Run 1, met2 routing:
Scale bar: 50 µm.
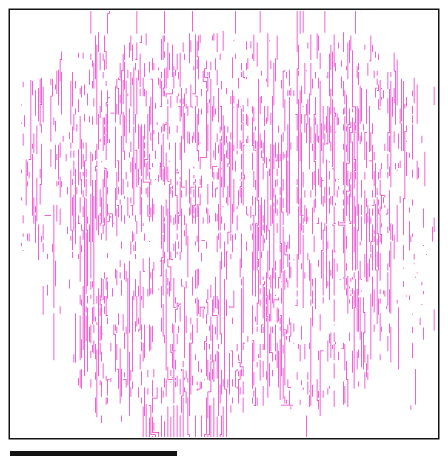
Run 1, where the registers sit:
Other sequential cells in the stronger gray, the rest of the logic in the fainter gray.
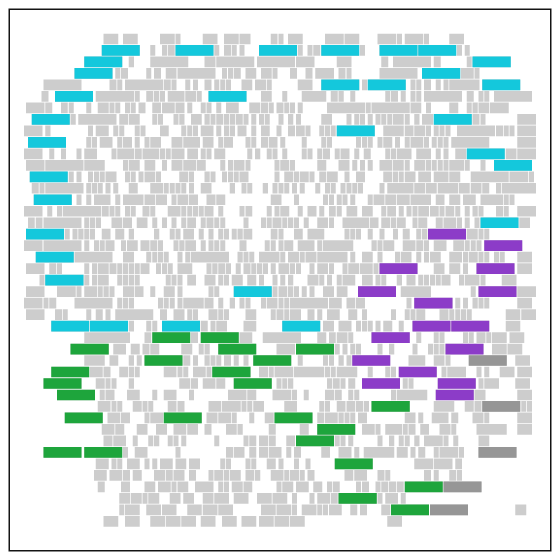
Run 1, routed metal, one color a layer:
Only two layers are drawn.
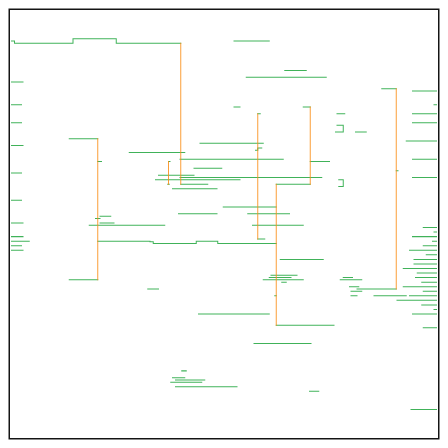
**config.mk**
```make
export PLATFORM = sky130hd
export DESIGN_NAME = quad_velocity
export DESIGN_NICKNAME = d
export VERILOG_FILES = /design/src/rtl/quad_velocity.sv
export SDC_FILE = /design/constraint.sdc
export NUM_CORES = 1
export LEC_CHECK = 0
export ABC_AREA = 1
export CORE_MARGIN = 3
export CORE_UTILIZATION = 45
export CTS_BUF_LIST = sky130_fd_sc_hd__clkbuf_4 sky130_fd_sc_hd__clkbuf_8
export DETAILED_ROUTE_END_ITERATION = 6
export PLACE_DENSITY = 0.66
export SLEW_MARGIN = 30
export SYNTH_ARGS = -nofsm -noshare
export SYNTH_HDL_FRONTEND = slang
export SYNTH_SLANG_ARGS = --single-unit
```
**constraint.sdc**
```tcl
create_clock -name clk_i -period 2.75 [get_ports clk_i]
set_input_delay 0.55 -clock clk_i [delete_from_list [all_inputs] [get_ports clk_i]]
set_output_delay 0.55 -clock clk_i [all_outputs]
set_load 0.005 [all_outputs]
```
**src/rtl/quad_velocity.sv**
```systemverilog
// Quadrature velocity estimator: signed position delta per sample window, saturated to VEL_W.
// Latency: one registered stage; the sample appears the cycle after the window-expiry cycle.
// Backpressure: none; an unacknowledged sample is overwritten and the sticky overrun flag is set.
//
// Ports:
//   clk_i        system clock, rising edge
//   reset_ni     asynchronous active-low reset
//   count_i      32-bit two's-complement position count
//   period_i     window length in clk cycles (0 = disabled)
//   clear_i      synchronous soft restart
//   ack_i        consumer acknowledge of the current sample
//   velocity_o   signed, saturated position delta over the last window
//   vel_valid_o  velocity_o holds an unacknowledged sample
//   saturated_o  velocity_o was clipped
//   overrun_o    sticky: a sample was overwritten before acknowledge
module quad_velocity #(
    parameter int VEL_W = 16,
    parameter int PER_W = 24
) (
    input  logic                    clk_i,
    input  logic                    reset_ni,
    input  logic [31:0]             count_i,
    input  logic [PER_W-1:0]        period_i,
    input  logic                    clear_i,
    input  logic                    ack_i,
    output logic signed [VEL_W-1:0] velocity_o,
    output logic                    vel_valid_o,
    output logic                    saturated_o,
    output logic                    overrun_o
);

    localparam logic [1:0] IDLE  = 2'd0;
    localparam logic [1:0] PRIME = 2'd1;
    localparam logic [1:0] RUN   = 2'd2;

    // Clip limits kept at 32 bits so they compare directly against the raw delta.
    localparam logic signed [31:0] VMAX = (32'sd1 <<< (VEL_W - 1)) - 32'sd1;
    localparam logic signed [31:0] VMIN = -(32'sd1 <<< (VEL_W - 1));

    logic [1:0]              state_q, state_d;
    logic [PER_W-1:0]        timer_q, timer_d;
    logic [31:0]             prev_q, prev_d;
    logic signed [VEL_W-1:0] vel_q, vel_d;
    logic                    valid_q, valid_d;
    logic                    sat_q, sat_d;
    logic                    ovr_q, ovr_d;

    logic signed [31:0]      delta;
    logic [PER_W-1:0]        reload;
    logic                    expire;
    logic                    period_zero;

    // Modular subtraction makes counter wrap-around come out as a small delta.
    assign delta       = $signed(count_i - prev_q);
    assign reload      = period_i - PER_W'(1);
    assign expire      = (timer_q == '0);
    assign period_zero = (period_i == '0);

    always_comb begin
        state_d = state_q;
        timer_d = timer_q;
        prev_d  = prev_q;
        vel_d   = vel_q;
        valid_d = valid_q;
        sat_d   = sat_q;
        ovr_d   = ovr_q;

        if (clear_i) begin
            // Soft restart outranks expiry and acknowledge.
            state_d = period_zero ? IDLE : PRIME;
            timer_d = period_zero ? '0 : reload;
            vel_d   = '0;
            valid_d = 1'b0;
            sat_d   = 1'b0;
            ovr_d   = 1'b0;
        end else begin
            if (ack_i && valid_q) begin
                valid_d = 1'b0;
            end
            if (period_zero) begin
                state_d = IDLE;
                timer_d = '0;
            end else begin
                unique case (state_q)
                    IDLE: begin
                        state_d = PRIME;
                        timer_d = reload;
                    end
                    PRIME: begin
                        // First window only captures the reference count.
                        if (expire) begin
                            prev_d  = count_i;
                            timer_d = reload;
                            state_d = RUN;
                        end else begin
                            timer_d = timer_q - PER_W'(1);
                        end
                    end
                    RUN: begin
                        if (expire) begin
                            prev_d  = count_i;
                            timer_d = reload;
                            valid_d = 1'b1;
                            if (delta > VMAX) begin
                                vel_d = VMAX[VEL_W-1:0];
                                sat_d = 1'b1;
                            end else if (delta < VMIN) begin
                                vel_d = VMIN[VEL_W-1:0];
                                sat_d = 1'b1;
                            end else begin
                                vel_d = delta[VEL_W-1:0];
                                sat_d = 1'b0;
                            end
                            // An ack on the same edge consumes the old sample, so no overrun.
                            if (valid_q && !ack_i) begin
                                ovr_d = 1'b1;
                            end
                        end else begin
                            timer_d = timer_q - PER_W'(1);
                        end
                    end
                    default: begin
                        state_d = IDLE;
                        timer_d = '0;
                    end
                endcase
            end
        end
    end

    always_ff @(posedge clk_i or negedge reset_ni) begin
        if (!reset_ni) begin
            state_q <= IDLE;
            timer_q <= '0;
            prev_q  <= '0;
            vel_q   <= '0;
            valid_q <= 1'b0;
            sat_q   <= 1'b0;
            ovr_q   <= 1'b0;
        end else begin
            state_q <= state_d;
            timer_q <= timer_d;
            prev_q  <= prev_d;
            vel_q   <= vel_d;
            valid_q <= valid_d;
            sat_q   <= sat_d;
            ovr_q   <= ovr_d;
        end
    end

    assign velocity_o  = vel_q;
    assign vel_valid_o = valid_q;
    assign saturated_o = sat_q;
    assign overrun_o   = ovr_q;

endmodule

```
==> changes_impl.md, run 1 <==
### Physical design

- Flop count: slightly below 80
- Top sig layer: met4
- Reg2Reg Depth: 21
- Hold_buf cts: 0
- Top cell excl fill/tap: nand2_1
- Vias per inst: roughly 4.8
- Non-Filler Instances: roughly 1400
- HPWL after DPL: around 14 mm
- Core area: about 14000 µm²
- Stage-log warning count: 31
- Final instance area: 9388 µm²
- Die area: between 15000 and 20000 µm²
- Met1 Usage GRT: 34.37%
- Final setup margin: between 0.15 and 0.2 ns
- Outcome: finished clean
- Yosys chip area: about 6700 µm²
- Crit path time final: 2.593 ns
- Yosys reg bits: ~77
- CP delay by family, top: simple AND/OR/NAND/NOR gates
- Commonest flop: dfrtp_1
- Seq area share: approximately 21%
- Aoi share: between 7 and 8%
- Final setup viols: 0
- Non-clock buffer share: 18.53%
- Max VDD drop: ~0.33 mV
- Flop pwr share: 33.0%
- Synthesized area: about 6700 µm²
- Comb pwr share: a little under half
- Tap cell instance count: between 150 and 200
- Final Hold Violation Tally: 0
- Total Power: roughly 0.0044 W
- Met2 Wirelength: between 8 and 9 mm
- # placed instances: between 1000 and 1500
- Die width: between 100 and 150 µm
- Clock buf count: 10
- Worst setup SP type: input port
- Comb group: 0.00198 W
- N_diodes: 0
- Asr flop ratio synth: 100.0%
- XOR-XNOR Cells, Area Fraction: ~6.3%
- Net Sw Frac: 39.59%
- Switching power: ~0.0017 W
- Cell Pwr Density: around 460 nW/µm²
- Port Buffer Count: 78
- Synth cell types: around 46
- Global Route met3 Usage: under 10%
- Buffers, non-clock: about 190
- Crit path from: count_i[24]
- Max reg flops: 32
- Flop2flop setup slack: 0.18 ns
- Layout area overhead: 40.37%
- Hold WS: between 0.1 and 0.15 ns
- Total setup buffers inserted after CTS: 2
- Critical path data arrival time: approximately 2.9 ns
- Mux share: 0%
- Cts repair resizes: 9
- Number of cells in Yosys stat: 1056
- Top Layout Cells: nand2_1 (360), inv_1 (188), buf_4 (108), dfrtp_1 (77), nor2_1 (73)
- Routed met3 length: 864 µm
- Worst-case clock buffer depth: 2
- Die Y: ~130 µm
- Proportion of layout cells with a drive suffix above 1: 20.56%
- Rows: roughly 43
- Area-dominant class: combinational gates
- Cell Chain, Critical Path: clkdlybuf4s50_1 > ha_4 > nand2_1 > nor2_1 > nand2_1 > nor2_1 > nand2_2 > nand2_2 > nand2_1 > nand2_1 > nand4_1 > nor2_2 > nand2_4 > nand2_4 > nand2_1 > nand2_1 > nand2_1
- Sequential fraction of the synthesis area: slightly below 30%
- Comb gates: between 700 and 800
- Dpl cell area: 8461 µm²
- Synthesized net count: around 1200
- CTS sink cnt: 77
- H-tree Lvls: 3
- Syn Inst Count: around 1100
- Leak Pwr: slightly above 5 nW
- FF+latch area: 1927 µm²
- CP max stage cell: clkdlybuf4s50_1
- Clock Latency Late Sink: around 0.38 ns
- R2R Path Start: prev_q[0]
- Combinational share of cell area: ~50%
- Avg Inst Size Synth: about 6.3 µm²
- Number of cells on the critical path: 17
- Gr busiest metal: met2
- Worst-path clk slew: 0.09 ns
- Layout fillers: about 1300
About 'met2 routing':
longest straight run	53.4 µm
wire length on this layer	8340 µm
routed wire length: 18.71 mm
via count: 6929
M2 GR Usage: 34.57%

About 'where the registers sit':
name in the netlist	color	flops
velocity_o	purple	16
prev_q	cyan	32
timer_q	green	24
not colored	5

About 'routed metal, one color a layer':
layer	color	wire length
met3	green	865 µm
met4	orange	254 µm

==> run 1 -> run 2 <==
--- a/config.mk
+++ b/config.mk
@@ -6,6 +6,7 @@
 export NUM_CORES = 1
 export LEC_CHECK = 0
 export ABC_AREA = 1
+export CAP_MARGIN = 40
 export CORE_MARGIN = 3
 export CORE_UTILIZATION = 45
 export CTS_BUF_LIST = sky130_fd_sc_hd__clkbuf_4 sky130_fd_sc_hd__clkbuf_8
Run 2, met2 routing:
Scale bar: 50 µm.
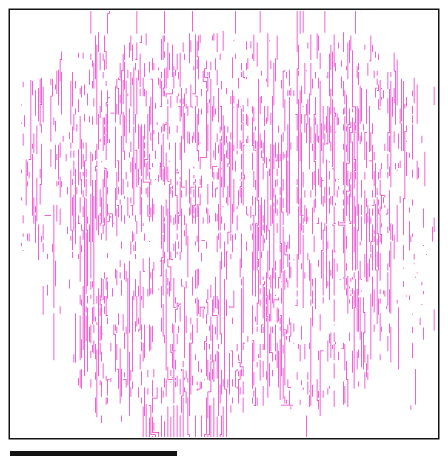
nets with wire on the layer	1052
longest straight run	53.4 µm

Run 2, routed metal, one color a layer:
Only two layers are drawn.
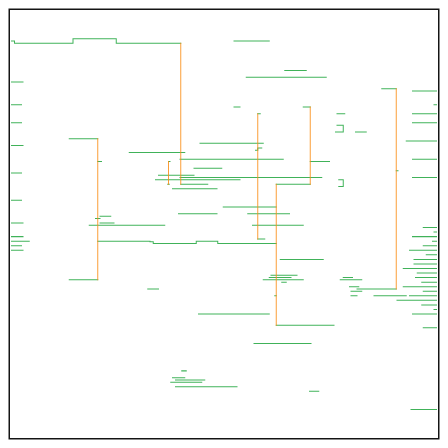
layer	color	wire length
met4	orange	254 µm
met3	green	865 µm
Routed wire per std cell: 13.08 µm
Total GRT Usage: 22.83%

==> changes_impl.md, run 2 <==
### Physical design

- Outcome: finished clean
- Worst-path clk slew: 0.09 ns (about the same)
- HPWL after DPL: 14.36 mm (unchanged)
- Mux share: 0% (unchanged)
- Seq area share: 20.53% (unchanged)
- Hold WS: 0.1466 ns (unchanged)
- Worst-case clock buffer depth: 2 (unchanged)
- Comb group: 0.00198 W (about the same)
- Global Route met3 Usage: 3.417% (unchanged)
- Hold_buf cts: 0 (unchanged)
- Top sig layer: met4
- CTS sink cnt: 77 (unchanged)
- Non-Filler Instances: 1430 (unchanged)
- N_diodes: 0 (unchanged)
- Reg2Reg Depth: 21 (unchanged)
- Cell Chain, Critical Path: clkdlybuf4s50_1 > ha_4 > nand2_1 > nor2_1 > nand2_1 > nor2_1 > nand2_2 > nand2_2 > nand2_1 > nand2_1 > nand4_1 > nor2_2 > nand2_4 > nand2_4 > nand2_1 > nand2_1 > nand2_1
- Yosys reg bits: 77 (unchanged)
- Final setup margin: 0.1573 ns (unchanged)
- # placed instances: 1407 (unchanged)
- Flop count: 77 (unchanged)
- Final setup viols: 0 (unchanged)
- M2 GR Usage: 34.57% (unchanged)
- Syn Inst Count: 1056 (unchanged)
- Stage-log warning count: 31 (unchanged)
- Via count: 6929 (unchanged)
- Int Power: 0.002631 W
- Met2 Wirelength: 8.336 mm (unchanged)
- Comb gates: 775 (unchanged)
- Yosys chip area: 6688 µm² (unchanged)
- Layout area overhead: 40.37% (unchanged)
- Met1 Usage GRT: 34.37% (unchanged)
- Crit Path Category: in2reg
- Commonest flop: dfrtp_1
- Aoi share: 7.933% (unchanged)
- CP delay by family, top: simple AND/OR/NAND/NOR gates
- Area-dominant class: combinational gates
- Crit path from: count_i[24]
- Synthesized net count: 1156 (unchanged)
- Layout fillers: 1278 (unchanged)
- Top Layout Cells: nand2_1 (360), inv_1 (188), buf_4 (108), dfrtp_1 (77), nor2_1 (73)
- Non-clock buffer share: 18.53% (unchanged)
- Comb pwr share: 45.5% (about the same)
- Sequential fraction of the synthesis area: 28.81% (unchanged)
- Asr flop ratio synth: 100.0% (unchanged)
- Clock buf count: 10 (unchanged)
- Flop2flop setup slack: 0.18 ns (about the same)
- XOR-XNOR Cells, Area Fraction: 6.268% (unchanged)
- Cell Pwr Density: 463.9 nW/µm² (unchanged)
- Critical path data arrival time: 2.87 ns (about the same)
- Crit path time final: 2.593 ns (unchanged)
- Combinational share of cell area: 48.65% (unchanged)
- Die Y: 127.9 µm (unchanged)
- FF+latch area: 1927 µm² (unchanged)
- Clock Latency Late Sink: 0.38 ns (about the same)
- Proportion of layout cells with a drive suffix above 1: 20.56% (unchanged)
- Wl on met1: ~9 mm
- Critical path capture point type: flip-flop
- Gr busiest metal: met2
- R2R Path Start: prev_q[0]
- Routed met3 length: 864 µm (unchanged)
- Die area: 16360 µm² (unchanged)
- Cts repair resizes: 9 (unchanged)
- Top cell excl fill/tap: nand2_1
- Tcrit/Tclk final: between 90% and 100%
- H-tree Lvls: 3 (unchanged)
- Flop pwr share: 33.0% (about the same)
- Port Buffer Count: 78 (unchanged)
- Tap cell instance count: 180 (unchanged)
- Synthesized area: 6688 µm² (unchanged)
- Net Sw Frac: 39.59% (unchanged)
- Switching power: 0.001724 W (unchanged)
- Routed wire length: 18.71 mm (unchanged)
- Worst setup SP type: input port
- CP max stage cell: clkdlybuf4s50_1
- Number of cells in Yosys stat: 1056 (unchanged)
- Leak Pwr: 5.056 nW (unchanged)
- Core area: 14200 µm² (unchanged)
- Max reg flops: 32 (unchanged)
Run 2, cell outlines without signal wires:
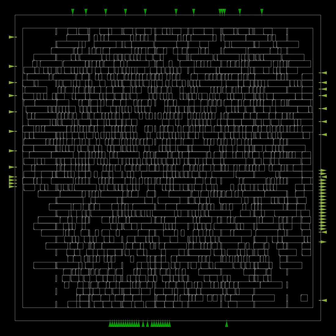

==> run 2 -> run 3 <==
--- a/config.mk
+++ b/config.mk
@@ -7,7 +7,6 @@
 export LEC_CHECK = 0
 export ABC_AREA = 1
 export CAP_MARGIN = 40
-export CORE_MARGIN = 3
 export CORE_UTILIZATION = 45
 export CTS_BUF_LIST = sky130_fd_sc_hd__clkbuf_4 sky130_fd_sc_hd__clkbuf_8
 export DETAILED_ROUTE_END_ITERATION = 6
Run 3, cell outlines without signal wires:
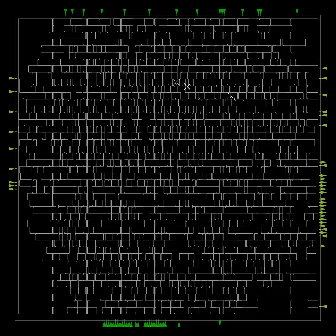
Layout fillers: 1376
Rows: 44

==> changes_impl.md, run 3 <==
### Physical design

- Dpl ws: -0.4867 ns
- Flop pwr share: 33.0% (about the same)
- CTS buffer count: 9
- Cts repair resizes: 8 (-1)
- Critical path capture point type: flip-flop
- Mux share: 0% (unchanged)
- Vias per inst: between 4 and 5
- Most instantiated cells after synthesis: nand2_1 (393), inv_1 (190), nor2_1 (90)
- Hold_buf cts: 0 (unchanged)
- Avg Inst Size Synth: between 6 and 7 µm²
- Tcrit/Tclk final: 94.32% (about the same)
- Asr flop ratio synth: 100.0% (unchanged)
- Non-CTS inverters: about 190
- Layout clock area frac: 2.299%
- Cell Chain, Critical Path: clkdlybuf4s50_1 > ha_4 > nand2_4 > nor2_2 > nand2_1 > nor2_1 > nand2_2 > nand4_1 > nand2_1 > nor2_1 > nand2_1 > nor2_2 > nand2_4 > nand2_8 > nand2_1 > nand2_1 > nand2_1 > nand2_1
- Switching power: 0.001736 W (+0.70%)
- Clock share of power: between 20% and 30%
- Number of cells on the critical path: 18
- Crit path time final: 2.594 ns (+0.001221 ns)
- Max Cap Violations: 0
- N_diodes: 0 (unchanged)
- Gr busiest metal: met2
- Hold WS: 0.1786 ns (+0.03200 ns)
- Die width: approximately 120 µm
- Max Freq: approximately 390 MHz
- Skew final: approximately 0.015 ns
- Fin nets: roughly 1300
- Global Route met3 Usage: 2.518% (-0.90 points)
- IO Pins: between 70 and 80
- Worst setup SP type: input port
- Worst-path clk slew: 0.10 ns (about the same)
- Non-Filler Instances: 1415 (-1.0%)
- Flop count: 77 (unchanged)
- Relative max-transition margin: about 51%
- Synthesized area: 6688 µm² (unchanged)
- Synthesized net count: 1156 (unchanged)
- Vias in the first global route: approximately 6000
- CP dominant cell by count: nand2_1
- Net Sw Frac: 40.00% (+0.41 points)
- Setup TNS: 0 ns
- First-pass GRT wire length: roughly 29 mm
- Clock buf count: 10 (unchanged)
- Die area: 15350 µm² (-6.2%)
- XOR-XNOR Cells, Area Fraction: 6.268% (unchanged)
- Post-synth EDFFs: 0
- Adder-Cell Fraction of Synth Area: roughly 7.6%
- Top cell excl fill/tap: nand2_1
- Port Buffer Count: 78 (unchanged)
- Layout area overhead: 38.33%
- Synth warn: 0
- Buffers, non-clock: roughly 170
- Clock Latency Late Sink: 0.38 ns (about the same)
- Top Layout Cells: nand2_1 (358), inv_1 (189), buf_4 (90), dfrtp_1 (77), nor2_1 (68)
- Die Y: 123.9 µm (-3.1%)
- CP max stage cell: clkdlybuf4s50_1
- Proportion of layout cells with a drive suffix above 1: 19.82% (-0.74 points)
- Critical path data arrival time: 2.92 ns (+0.05 ns)
- Non-clock buffer share: 17.11% (-1.4 points)
- Crit Path Category: in2reg
- Total Power: around 0.0043 W
- Crit-path max cell delay: around 0.47 ns
- And+or+nand+nor area frac: roughly 37%
- Yosys top cell by instances: nand2_1
- Critical Path Sink: velocity_o[13]
- Pin count of the biggest net entering global routing: around 78
- Met2 Wirelength: 8.233 mm (-1.2%)
- Final Hold Violation Tally: 0
- Initial antenna violation count: 0
- Crit path from: count_i[22]
- Final instance area: 9251 µm²
- Commonest flop: dfrtp_1
- Grt ovf: 0
- CTS sink cnt: 77 (unchanged)
- Flop2flop setup slack: 0.22 ns (+0.04 ns)
- Drc violations: 8
- Yosys reg bits: 77 (unchanged)
- Number of cells in Yosys stat: 1056 (unchanged)
- M2 GR Usage: 36.94% (+2.4 points)
- Syn Inst Count: 1056 (unchanged)
- Cell Pwr Density: 469.2 nW/µm² (+1.1%)
- CTS tree: yes
- Int Power: 0.002605 W (-1.0%)
- Final setup viols: 0 (unchanged)
- FF+latch area: 1927 µm² (unchanged)
- Sequential fraction of the synthesis area: 28.81% (unchanged)
- Core area: 14530 µm² (+2.3%)
- Detail Route Antenna Nets: 0
- Top cells by area: dfrtp_1 (29%), nand2_1 (22%), inv_1 (11%)
- Final Core Density: a little under two thirds
- Comb pwr share: 44.6% (-0.9 points)
- Routed met3 length: 696 µm (-19%)
- CP delay by family, top: simple AND/OR/NAND/NOR gates
- Cell type with the largest total area: dfrtp_1
- Wl on met1: 9.204 mm (-0.51%)
- Via count: 6850 (-1.1%)
- Worst R2R End: velocity_o[13]
- Combinational share of cell area: 49.49% (+0.84 points)
- Area-dominant class: combinational gates
- HP Class: in2async
- Final setup margin: 0.1561 ns (-0.001221 ns)
- Seq area share: 20.83% (+0.30 points)
- HPWL after DPL: 13.96 mm (-2.8%)
- Max power group: combinational cells
- Reg2Reg Depth: 21 (unchanged)
- Met1 Usage GRT: 36.07% (+1.7 points)
- Violated checks: DRC
- P_seq: roughly 0.0014 W
- Leak Pwr: 4.973 nW (-1.6%)
- 1st-pass router iterations: 7
- RePlAce Congestion: 0.9207
- Crit path required time: roughly 3.1 ns
- DR iter-0 viols: 443
- Max Slew Vio Count: 0
- R2R Path Start: prev_q[0]
- Fp util: between 40% and 50%
- Root Buffer Master: clkbuf_8
- Total setup buffers inserted after CTS: 1
- Yosys chip area: 6688 µm² (unchanged)
- Aoi share: 7.933% (unchanged)
- # placed instances: 1395 (-0.85%)
- H-tree Lvls: 3 (unchanged)
- Outcome: complete, but fails checks
- Stage-log warning count: 31 (unchanged)
- Dpl cell area: around 8300 µm²
- Comb group: 0.00194 W (-2%)
- Tap cell instance count: 184 (+2.2%)
- Top sig layer: met4
- Comb gates: 775 (unchanged)
- Measured slew at the worst slew-check pin: 0.7385 ns
- Synth cell types: 46
- Max reg flops: 32 (unchanged)
- Worst-case clock buffer depth: 2 (unchanged)
- P_clk: about 0.00097 W
Run 3, routed metal, one color a layer:
Only two layers are drawn.
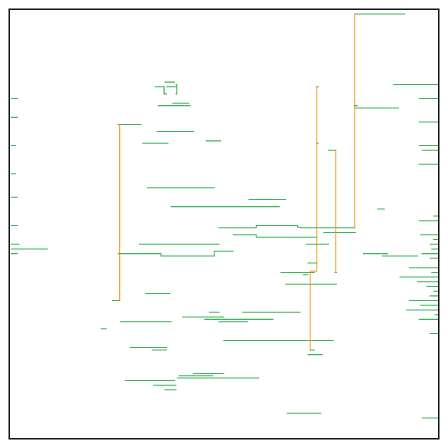
layer	color	wire length
met4	orange	226 µm
met3	green	696 µm
Total GRT Usage: 24.19%
routed wire length: 18.36 mm
Routed wire per std cell: 12.97 µm

Power figures rest on the tool's default switching activity, not on a simulated workload.
